<file path="config.mk">
export PLATFORM = sky130hd
export DESIGN_NAME = alu_issue_sched
export DESIGN_NICKNAME = d
export VERILOG_FILES = /design/src/rtl/alu_sched_pkg.sv /design/src/rtl/alu_issue_sched_prienc.sv /design/src/rtl/alu_issue_sched.sv
export SDC_FILE = /design/constraint.sdc
export NUM_CORES = 1
export LEC_CHECK = 0
export CAP_MARGIN = 20
export CORE_ASPECT_RATIO = 0.75
export CORE_UTILIZATION = 49
export CTS_BUF_LIST = sky130_fd_sc_hd__clkbuf_16
export CTS_CLUSTER_SIZE = 16
export DETAILED_ROUTE_END_ITERATION = 6
export PLACE_DENSITY = 0.86
export SLEW_MARGIN = 20
export SYNTH_ARGS = -nofsm -noshare
export SYNTH_HDL_FRONTEND = slang
export SYNTH_SLANG_ARGS = --single-unit
</file>
<file path="constraint.sdc">
create_clock -name clk -period 6.1 [get_ports clk]
set_clock_uncertainty 0.2 [all_clocks]
set_input_delay 0.915 -clock clk [delete_from_list [all_inputs] [get_ports clk]]
set_output_delay 0.915 -clock clk [all_outputs]
set_load 0.005 [all_outputs]
</file>
<file path="src/rtl/alu_sched_pkg.sv">
// Shared constants and state type for the ALU issue scheduler.
// Holds the instruction field positions, the slot count and the FSM state encoding.
package alu_sched_pkg;
   localparam int DW      = 24;
   localparam int NSLOT   = 8;
   localparam int AW      = 3;
   localparam int CW      = 4;
   localparam int R_BIT   = 23;
   localparam int C_BIT   = 22;
   localparam int ADDR_HI = 21;
   localparam int ADDR_LO = 19;
   localparam int CMD_HI  = 18;
   localparam int CMD_LO  = 16;

   typedef enum logic [1:0] {
      CAPTURE = 2'd0,
      SCAN    = 2'd1,
      ISSUE   = 2'd2,
      DONE    = 2'd3
   } state_e;
endpackage

</file>
<file path="src/rtl/alu_issue_sched_prienc.sv">
// Find-first-set over the live-slot mask, starting at a given pointer.
// more_above reports any set bit strictly above the start pointer.
module slot_prienc
   import alu_sched_pkg::*;
(
   input  logic [NSLOT-1:0] mask,
   input  logic [AW-1:0]    start,
   output logic             found,
   output logic [AW-1:0]    idx,
   output logic             more_above
);

   // Scanning downward lets the lowest qualifying index win.
   always_comb begin
      found      = 1'b0;
      idx        = '0;
      more_above = 1'b0;
      for (int i = NSLOT - 1; i >= 0; i--) begin
         if (mask[i] && (AW'(i) >= start)) begin
            found = 1'b1;
            idx   = AW'(i);
         end
         if (mask[i] && (AW'(i) > start)) begin
            more_above = 1'b1;
         end
      end
   end

endmodule

</file>
<file path="src/rtl/alu_issue_sched.sv">
// Captures host instruction words into 8 slots and issues the live slots to
// the ALU in ascending order over a back-pressurable valid/ready handshake.
//
// state   | meaning
// CAPTURE | idle; host words accepted, slots written or cleared
// SCAN    | find the next live slot at or above ptr
// ISSUE   | offer slot rd_addr to the ALU until accepted
// DONE    | one-cycle end-of-run pulse, then back to CAPTURE
module alu_issue_sched
   import alu_sched_pkg::*;
(
   input  logic             clk,
   input  logic             rst_n,
   input  logic             in_valid,
   output logic             in_ready,
   input  logic [DW-1:0]    in_data,
   output logic             cap_en,
   output logic [AW-1:0]    cap_addr,
   output logic [AW-1:0]    rd_addr,
   output logic             iss_valid,
   input  logic             iss_ready,
   output logic             iss_last,
   output logic [NSLOT-1:0] slot_valid,
   output logic             busy,
   output logic             done,
   output logic [CW-1:0]    issued_cnt
);

   state_e           state_q, state_d;
   logic [NSLOT-1:0] slot_valid_q, slot_valid_d;
   logic [AW-1:0]    ptr_q, ptr_d;
   logic [AW-1:0]    rd_addr_q, rd_addr_d;
   logic [CW-1:0]    cnt_q, cnt_d;

   logic             accept;
   logic [AW-1:0]    pe_start;
   logic             pe_found;
   logic [AW-1:0]    pe_idx;
   logic             pe_more;

   // The operand/command fields go straight to the source register, not here.
   logic unused_data;
   assign unused_data = ^in_data[CMD_HI:0];

   assign in_ready   = (state_q == CAPTURE);
   assign accept     = in_valid & in_ready;
   assign cap_addr   = in_data[ADDR_HI:ADDR_LO];
   assign cap_en     = accept & ~in_data[C_BIT];
   assign busy       = (state_q != CAPTURE);
   assign rd_addr    = rd_addr_q;
   assign slot_valid = slot_valid_q;
   assign issued_cnt = cnt_q;

   // One encoder serves both states: SCAN searches from ptr, ISSUE asks
   // whether anything lives above the slot currently offered.
   assign pe_start = (state_q == ISSUE) ? rd_addr_q : ptr_q;

   slot_prienc u_prienc (
      .mask       (slot_valid_q),
      .start      (pe_start),
      .found      (pe_found),
      .idx        (pe_idx),
      .more_above (pe_more)
   );

   always_comb begin
      state_d      = state_q;
      slot_valid_d = slot_valid_q;
      ptr_d        = ptr_q;
      rd_addr_d    = rd_addr_q;
      cnt_d        = cnt_q;
      iss_valid    = 1'b0;
      iss_last     = 1'b0;
      done         = 1'b0;
      case (state_q)
         CAPTURE: begin
            if (accept) begin
               slot_valid_d[cap_addr] = ~in_data[C_BIT];
               if (in_data[R_BIT]) begin
                  state_d = SCAN;
                  ptr_d   = '0;
                  cnt_d   = '0;
               end
            end
         end
         SCAN: begin
            if (pe_found) begin
               rd_addr_d = pe_idx;
               state_d   = ISSUE;
            end else begin
               state_d = DONE;
            end
         end
         ISSUE: begin
            iss_valid = 1'b1;
            iss_last  = ~pe_more;
            if (iss_ready) begin
               slot_valid_d[rd_addr_q] = 1'b0;
               cnt_d = cnt_q + CW'(1);
               if ((rd_addr_q == AW'(NSLOT - 1)) || !pe_more) begin
                  state_d = DONE;
               end else begin
                  ptr_d   = rd_addr_q + AW'(1);
                  state_d = SCAN;
               end
            end
         end
         DONE: begin
            done    = 1'b1;
            ptr_d   = '0;
            state_d = CAPTURE;
         end
         default: state_d = CAPTURE;
      endcase
   end

   always_ff @(posedge clk or negedge rst_n) begin
      if (!rst_n) begin
         state_q      <= CAPTURE;
         slot_valid_q <= '0;
         ptr_q        <= '0;
         rd_addr_q    <= '0;
         cnt_q        <= '0;
      end else begin
         state_q      <= state_d;
         slot_valid_q <= slot_valid_d;
         ptr_q        <= ptr_d;
         rd_addr_q    <= rd_addr_d;
         cnt_q        <= cnt_d;
      end
   end

endmodule
</file>
Run 1, signal metal coverage by tile:
The die is cut into 13 by 10 equal tiles; dark blue is low, red is high, scaled to the fullest tile. Values are wire area over tile area, all layers added.
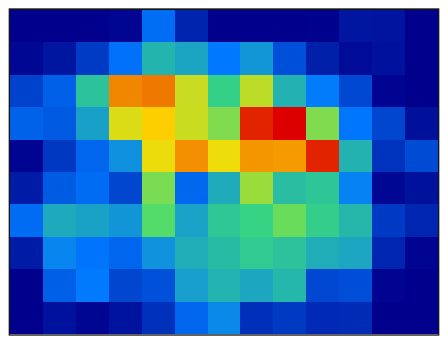
The mean over all tiles is 0.20. The densest ninth of the die: center. The fullest tile reaches 0.72. 16% of the tiles are over half the peak. 18% of the tiles are nearly empty.
per-cell routed wire length: 17.16 um
routed vias: 1443
final routed wirelength across all metal layers: 3930 um
Tot GR Track Use: 26.38%

Run 1, clock network drawn from the DEF:
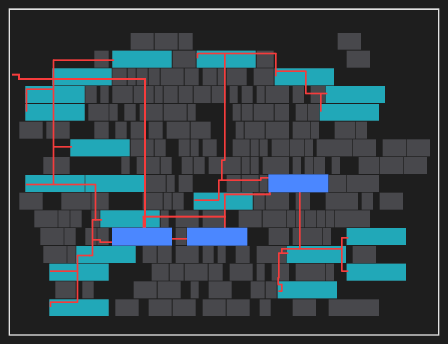
Key: cells driving clock nets = blue [count 3]; clock wires = red [length 285 um]; flip-flops = cyan [count 20]
There are 4 routed clock nets.
insertion delay of the later-clocked pin in the worst-skew pair: 250 ps
Clk pwr share: 12.8%

Run 1, cell sizes after repair:
Scale bar: 20 um.
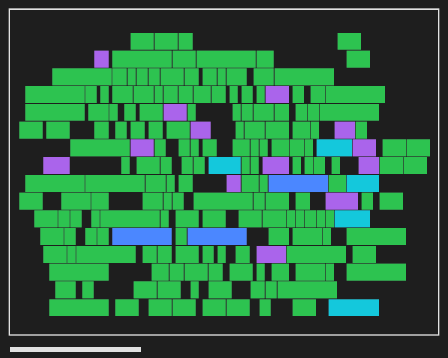
Key: drive 3 to 4 = cyan [cells 5, share 2.6%]; drive 1 or less = green [cells 172, share 89%]; drive 2 = purple [cells 13, share 6.7%]; drive 6 and up = blue [cells 3, share 1.6%]
number of ordinary and repair buffers in the finished layout: 32
Finished Cell Area: 1854 um2

Run 1, where the registers sit:
Scale bar: 20 um.
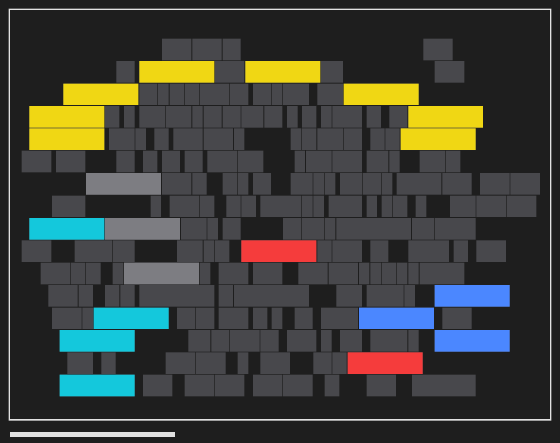
Key: slot_valid = yellow [sequential cells 8]; state_q = red [sequential cells 2]; issued_cnt = cyan [sequential cells 4, where south-west]; ptr_q = blue [sequential cells 3]
Another 3 sequential cells are not colored.
register share of the cell area: 26.99%
sequential cell area in the final layout: 500.5 um2
Final Util: 67.61%
power drawn by the sequential cells: 312 uW

==> notes.md, run 1 <==
The flow run is done. The run finished with clean final reports. Ranked by total area, the top cell class in this layout is logic gates. Mean cell area of the mapped netlist landed at 8.840 um2. Sequential fraction of design power landed at 29.4%.

Count of multi-input gates landed at 129. Multi-input logic portion of the cell area landed at 47.44%. The startpoint identified for the worst register-to-register timing path is state_q[0]$_DFFE_PN0P_. Initial antenna violation count landed at 0. The flow reported a cell area power density of 572.0 nW/um2. Quantity of gates resized following cts landed at 0. Placeable core region landed at 2743 um2. Looking at the setup timing report, the critical path kind is flop to output port. Note that the worst hold path type here is flop to flop. Total of flip-flops plus latches after synthesis landed at 20.

After global routing the overflow that remains totals 0. The net count of the finished layout is 225. Per the timing report, the most critical flop-to-flop path finishes at ptr_q[0]$_DFFE_PN0P_.

Post-synthesis instance area landed at 1485 um2. Routing usage on met3 landed at 5.093%. Depth of the worst register-to-register path landed at 7. Yosys stat cell total landed at 168.

The completed layout was analyzed and its total power is 1.061 mW. The smallest clock period supported by the final layout is computed as 3783 ps. In the final layout, clock buffers and inverters account for 4.251% of the cell area.

Row count landed at 16. Distinct cell type count after synthesis landed at 53. TritonCTS built the clock tree.

In the global route stage, met2 resource usage came out at 38.83%. Clock transition at the register clock pins on the worst setup and hold paths after CTS landed at 60 ps. Final cell count without fillers landed at 229. The most critical setup path has its startpoint at state_q[0]$_DFFE_PN0P_. Wire length of the first global-routing pass landed at 6479 um. Setup repair after global routing left no endpoint under its margin. In this run the clock root is driven by a sky130_fd_sc_hd__clkbuf_16. Maximum VDD drop landed at 335.2 uV. Number of buffers created by CTS landed at 3. Entering global routing, the biggest net connects 21 pins. Measured against the total synthesized area, the mux share comes to 5.729%. The worst setup path is captured at an output port.
[run 1: flip-flops by register name, indices dropped and copies added (netlist names)]
signal,cells
ptr_q,3
state_q,2
slot_valid,8
rd_addr,3
issued_cnt,4
[run 1: power groups by stage]
stage	logic (mW)	clock network, mW	registers [mW]
finish	0.612	0.136	0.312
floorplan	0.440	0	0.258
CTS	0.608	0.137	0.307
global route	0.668	0.146	0.321
global placement	0.583	0	0.306
detailed placement	0.603	0	0.307
[run 1: cell usage after synthesis, drive strengths merged, types with 5 or more instances]
library cell  count  area share, %
inv               8            2.0
a21oi             8            2.9
o22ai             5            2.1
nand2            15            3.8
clkbuf            5            1.3
nor2             12            3.0
buf               6            3.8
dfrtp            20             34
nor3              6            2.4
o21ai            17            6.0
nand2b            7            3.5
[run 1: routing by layer]
layer	up-vias	share of wire, %
met2	74	45
met3	16	7.8
met5	-	0
li1	664	-
met1	689	45
met4	0	1.9
[run 1: critical path, cell delays in order (launching register included)]
cell,delay [ps]
sky130_fd_sc_hd__dfrtp_1,490
sky130_fd_sc_hd__nand2b_4,340
sky130_fd_sc_hd__inv_1,250
sky130_fd_sc_hd__o31ai_2,510
sky130_fd_sc_hd__a21oi_2,140
sky130_fd_sc_hd__nor2b_4,170
sky130_fd_sc_hd__nor3_1,70
sky130_fd_sc_hd__clkdlybuf4s50_1,450
[run 1: through the flow]
step,setup WS (ps),hold slack [ps]
4_1_cts,2374,365.5
6_report,2317,366.5
3_3_place_gp,2739,323.6
2_1_floorplan,3536,315.6
5_1_grt,2191,406.5
3_5_place_dp,2706,334.9
==> run 2: changes to the inputs <==
- CORE_UTILIZATION: 49 -> 45
- PLACE_DENSITY: 0.86 -> 0.8
- clock period: 6.1 -> 3.9 ns (I/O delays scaled with it)
Run 2, cell sizes after repair:
Scale bar: 20 um.
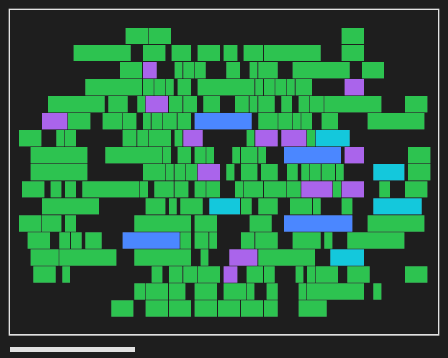
Key: drive 2 = purple [cells 13, share 6.7%]; drive 6 and up = blue [cells 4, share 2.1%]; drive 3 to 4 = cyan [cells 5, share 2.6%]; drive 1 or less = green [cells 171, share 89%]
Finished Cell Area: 1883 um2
area delta synth->final: 26.79%

==> notes.md, run 2 <==
The flow run is done. The run finished with clean final reports. The worst setup path is captured at an output port. Looking at the group totals, the largest power group turns out to be combinational cells. Maximum VDD drop landed at 459.5 uV (+37%). The worst register-to-register path ends at ptr_q[0]$_DFFE_PN0P_. The most frequently used library cell after synthesis is sky130_fd_sc_hd__dfrtp_1. Net total in the final layout landed at 225 (unchanged). Initial antenna violation count landed at 0 (unchanged). Row count landed at 17 (+1). In this run the clock root is driven by a sky130_fd_sc_hd__clkbuf_16. Fraction of synthesized cell area taken by the top area cell type landed at 33.70% (unchanged). OpenSTA lists the critical path startpoint as state_q[0]$_DFFE_PN0P_. Total number of vias landed at 1459 (+1.1%).

Power density over cell area landed at 924.5 nW/um2 (+62%). The yosys stat cell total is 168 (unchanged). The startpoint identified for the worst register-to-register timing path is state_q[0]$_DFFE_PN0P_.

By area the synthesized netlist is led by sky130_fd_sc_hd__dfrtp_1 34%, sky130_fd_sc_hd__o21ai_0 5.4%, sky130_fd_sc_hd__nand2_1 3.8%. Clock network power consumption landed at 285 uW (+110%). Final core area utilization landed at 61.91% (-5.7 points).

The largest net degree at the start of global routing came to 21 (unchanged). The clock latency on the worst-skew pair is 260 ps (about the same). After synthesis, the most frequently instantiated cells are 20 x sky130_fd_sc_hd__dfrtp_1, 16 x sky130_fd_sc_hd__o21ai_0, 15 x sky130_fd_sc_hd__nand2_1. Minimum period implied by the final worst setup slack landed at 3450 ps. Post-synthesis instance area landed at 1485 um2 (unchanged). Number of flip-flops under the largest register name landed at 8 (unchanged). The total wire length after detailed routing is 4109 um (+4.6%).
-- run 2: cell counts after synthesis --
Identical to the previous run, type by type.
-- run 2: worst max-delay path, stage by stage (launching register included) --
cell	delay [ps]
sky130_fd_sc_hd__dfrtp_1	490
sky130_fd_sc_hd__nand2b_4	340
sky130_fd_sc_hd__inv_1	250
sky130_fd_sc_hd__o31ai_2	510
sky130_fd_sc_hd__a21oi_2	140
sky130_fd_sc_hd__nor2b_4	160
sky130_fd_sc_hd__nor3_1	70
sky130_fd_sc_hd__clkdlybuf4s50_1	440
-- run 2: cell type report --
class                      instances  area (um2)  share of cell area, %
multi-input combinational        129       879.6                  46.71
tap                               38       47.55                  2.525
clock buffer                       3       75.07                  3.987
timing repair buffer              32       320.3                  17.01
sequential                        20       500.5                  26.58
clock inverter                     1       30.03                  1.595
inverter                           8       30.03                  1.595
-- run 2: logic make-up after synthesis --
family                     Yosys count  share of synthesized area [%]
and+or+nand+nor                     62                          23.42
AOI/OAI and AO/OA                   57                          27.55
DFF                                 20                          33.70
buffers and inverters               19                          7.077
muxes                                7                          5.729
adders and majority gates            3                          2.528
-- run 2: per-layer routing --
metal	part of all wire, %	wire (um)	vias up	global-route usage, %
met3	7.7	317	11	6.798
met1	45	1862	702	35.78
met5	0	0	-	0
li1	-	-	669	-
met2	46	1896	77	40.36
met4	0.78	32	0	6.597
-- run 2: stage by stage --
stage | setup slack (ps) | power, mW | hold slack, ps | area (um2)
after floorplan | 1666 | 1.092 | 89.41 | 1485
after global placement | 864.2 | 1.392 | 321.4 | 1778
after detailed placement | 802.1 | 1.433 | 345.9 | 1778
after CTS | 508.3 | 1.730 | 362.8 | 1883
after global routing | 296.3 | 1.858 | 387.1 | 1883
final | 450.2 | 1.741 | 365.6 | 1883
==> run 3: changes to the inputs <==
- HOLD_SLACK_MARGIN: not set -> 0.05
Run 3, cell placement:
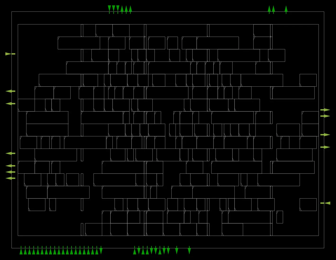
non-filler cells, final: 231
fill cell total of the finished layout: 253
total number of sequential cells: 20
tap cell count: 38

==> notes.md, run 3 <==
The flow run is done. The run finished with clean final reports. The global routing report lists combined usage of all routing layers as 26.08%. Wire length per cell after detailed routing landed at 17.79 um. Sequential area share after synthesis landed at 33.70%. Total number of vias landed at 1459 (unchanged). The final core area utilization is 61.91% (unchanged). The commonest cells after synthesis are 20 x sky130_fd_sc_hd__dfrtp_1, 16 x sky130_fd_sc_hd__o21ai_0, 15 x sky130_fd_sc_hd__nand2_1. Post-synthesis instance area landed at 1485 um2 (unchanged). The total wire length after detailed routing was 4109 um (unchanged). Dividing the final minimum period by the clock period gives 88.46%. Yosys-reported design area after synthesis landed at 1485 um2.

Number of max-cap violations landed at 0. Worst hold path stage count landed at 1. The initial antenna violation count was 0 (unchanged). The main area contributors are sky130_fd_sc_hd__dfrtp_1 34%, sky130_fd_sc_hd__o21ai_0 5.4%, sky130_fd_sc_hd__nand2_1 3.8%. The net total in the final layout is 225 (unchanged). Buffers inserted during clock tree synthesis total 3. Worst hold margin landed at 365.6 ps (unchanged). Delay of the slowest cell on the worst path landed at 510 ps (about the same). The number of flip-flops under the largest register name is 8 (unchanged). CTS placed an instance of sky130_fd_sc_hd__clkbuf_16 at the clock tree root. On the critical path the largest part of the delay comes from buffers and inverters.

The slowest stage of the critical path belongs to the cell sky130_fd_sc_hd__o31ai_2. Power after layout landed at 1.741 mW (unchanged). The worst setup path is captured at an output port.

The die is 51.75 um tall. The maximum VDD drop came to 459.5 uV (unchanged). Placeable core region landed at 3042 um2.

Fraction of synthesized cell area taken by the top area cell type landed at 33.70% (unchanged). By instance count, the leading cell after synthesis is sky130_fd_sc_hd__dfrtp_1. Minimum period implied by the final worst setup slack landed at 3450 ps (unchanged).

The clock latency on the worst-skew pair was 260 ps (about the same). In this run the critical register-to-register path is launched from state_q[0]$_DFFE_PN0P_. Yosys stat cell total landed at 168 (unchanged).

The row count was 17 (unchanged). The largest net degree at the start of global routing came to 21 (unchanged). The total stage count of the critical path is 7 (unchanged).

Power density over cell area landed at 924.5 nW/um2 (unchanged). Area added between synthesis and finish landed at 26.79% (unchanged). Per STA, the worst path is made up of nand2b_4 -> inv_1 -> o31ai_2 -> a21oi_2 -> nor2b_4 -> nor3_1 -> clkdlybuf4s50_1.
==> run 3: cell type report <==
| class | count | area [um2] | share of cell area (%) |
|---|---|---|---|
| Multi-Input combinational cell | 129 | 879.6 | 46.71 |
| Sequential cell | 20 | 500.5 | 26.58 |
| Timing Repair Buffer | 32 | 320.3 | 17.01 |
| Clock buffer | 3 | 75.07 | 3.987 |
| Tap cell | 38 | 47.55 | 2.525 |
| Clock inverter | 1 | 30.03 | 1.595 |
| Inverter | 8 | 30.03 | 1.595 |
==> run 3: routing by layer <==
layer / routed length [um] / global-route usage [%] / share of wire [%]
met4: 32 / 6.597 / 0.78
met5: 0 / 0 / 0
met3: 317 / 6.798 / 7.7
met2: 1896 / 40.36 / 46
met1: 1862 / 35.78 / 45
==> run 3: metrics by stage <==
step | setup WS, ps | cell area [um2]
floorplan | 1666 | 1485
global placement | 864.2 | 1778
detailed placement | 802.1 | 1778
CTS | 508.3 | 1883
global route | 296.3 | 1883
finish | 450.2 | 1883
==> run 3: power by group through the flow <==
stage	clock network [mW]	registers (mW)	logic (mW)
after floorplan	0	0.404	0.689
after CTS	0.290	0.484	0.957
after global routing	0.299	0.508	1.05
after global placement	0	0.479	0.914
after detailed placement	0	0.486	0.946
final	0.285	0.491	0.964
==> run 3: kinds of logic (layout without fill, tap and decap cells) <==
family / after synthesis / in the layout / share of synthesized area, %
buffers and inverters: 19 / 44 / 7.077
AOI/OAI and AO/OA: 57 / 57 / 27.55
muxes: 7 / 7 / 5.729
and+or+nand+nor: 62 / 62 / 23.42
adders and majority gates: 3 / 3 / 2.528
DFF: 20 / 20 / 33.70
Power is estimated from default activity; no workload was simulated.
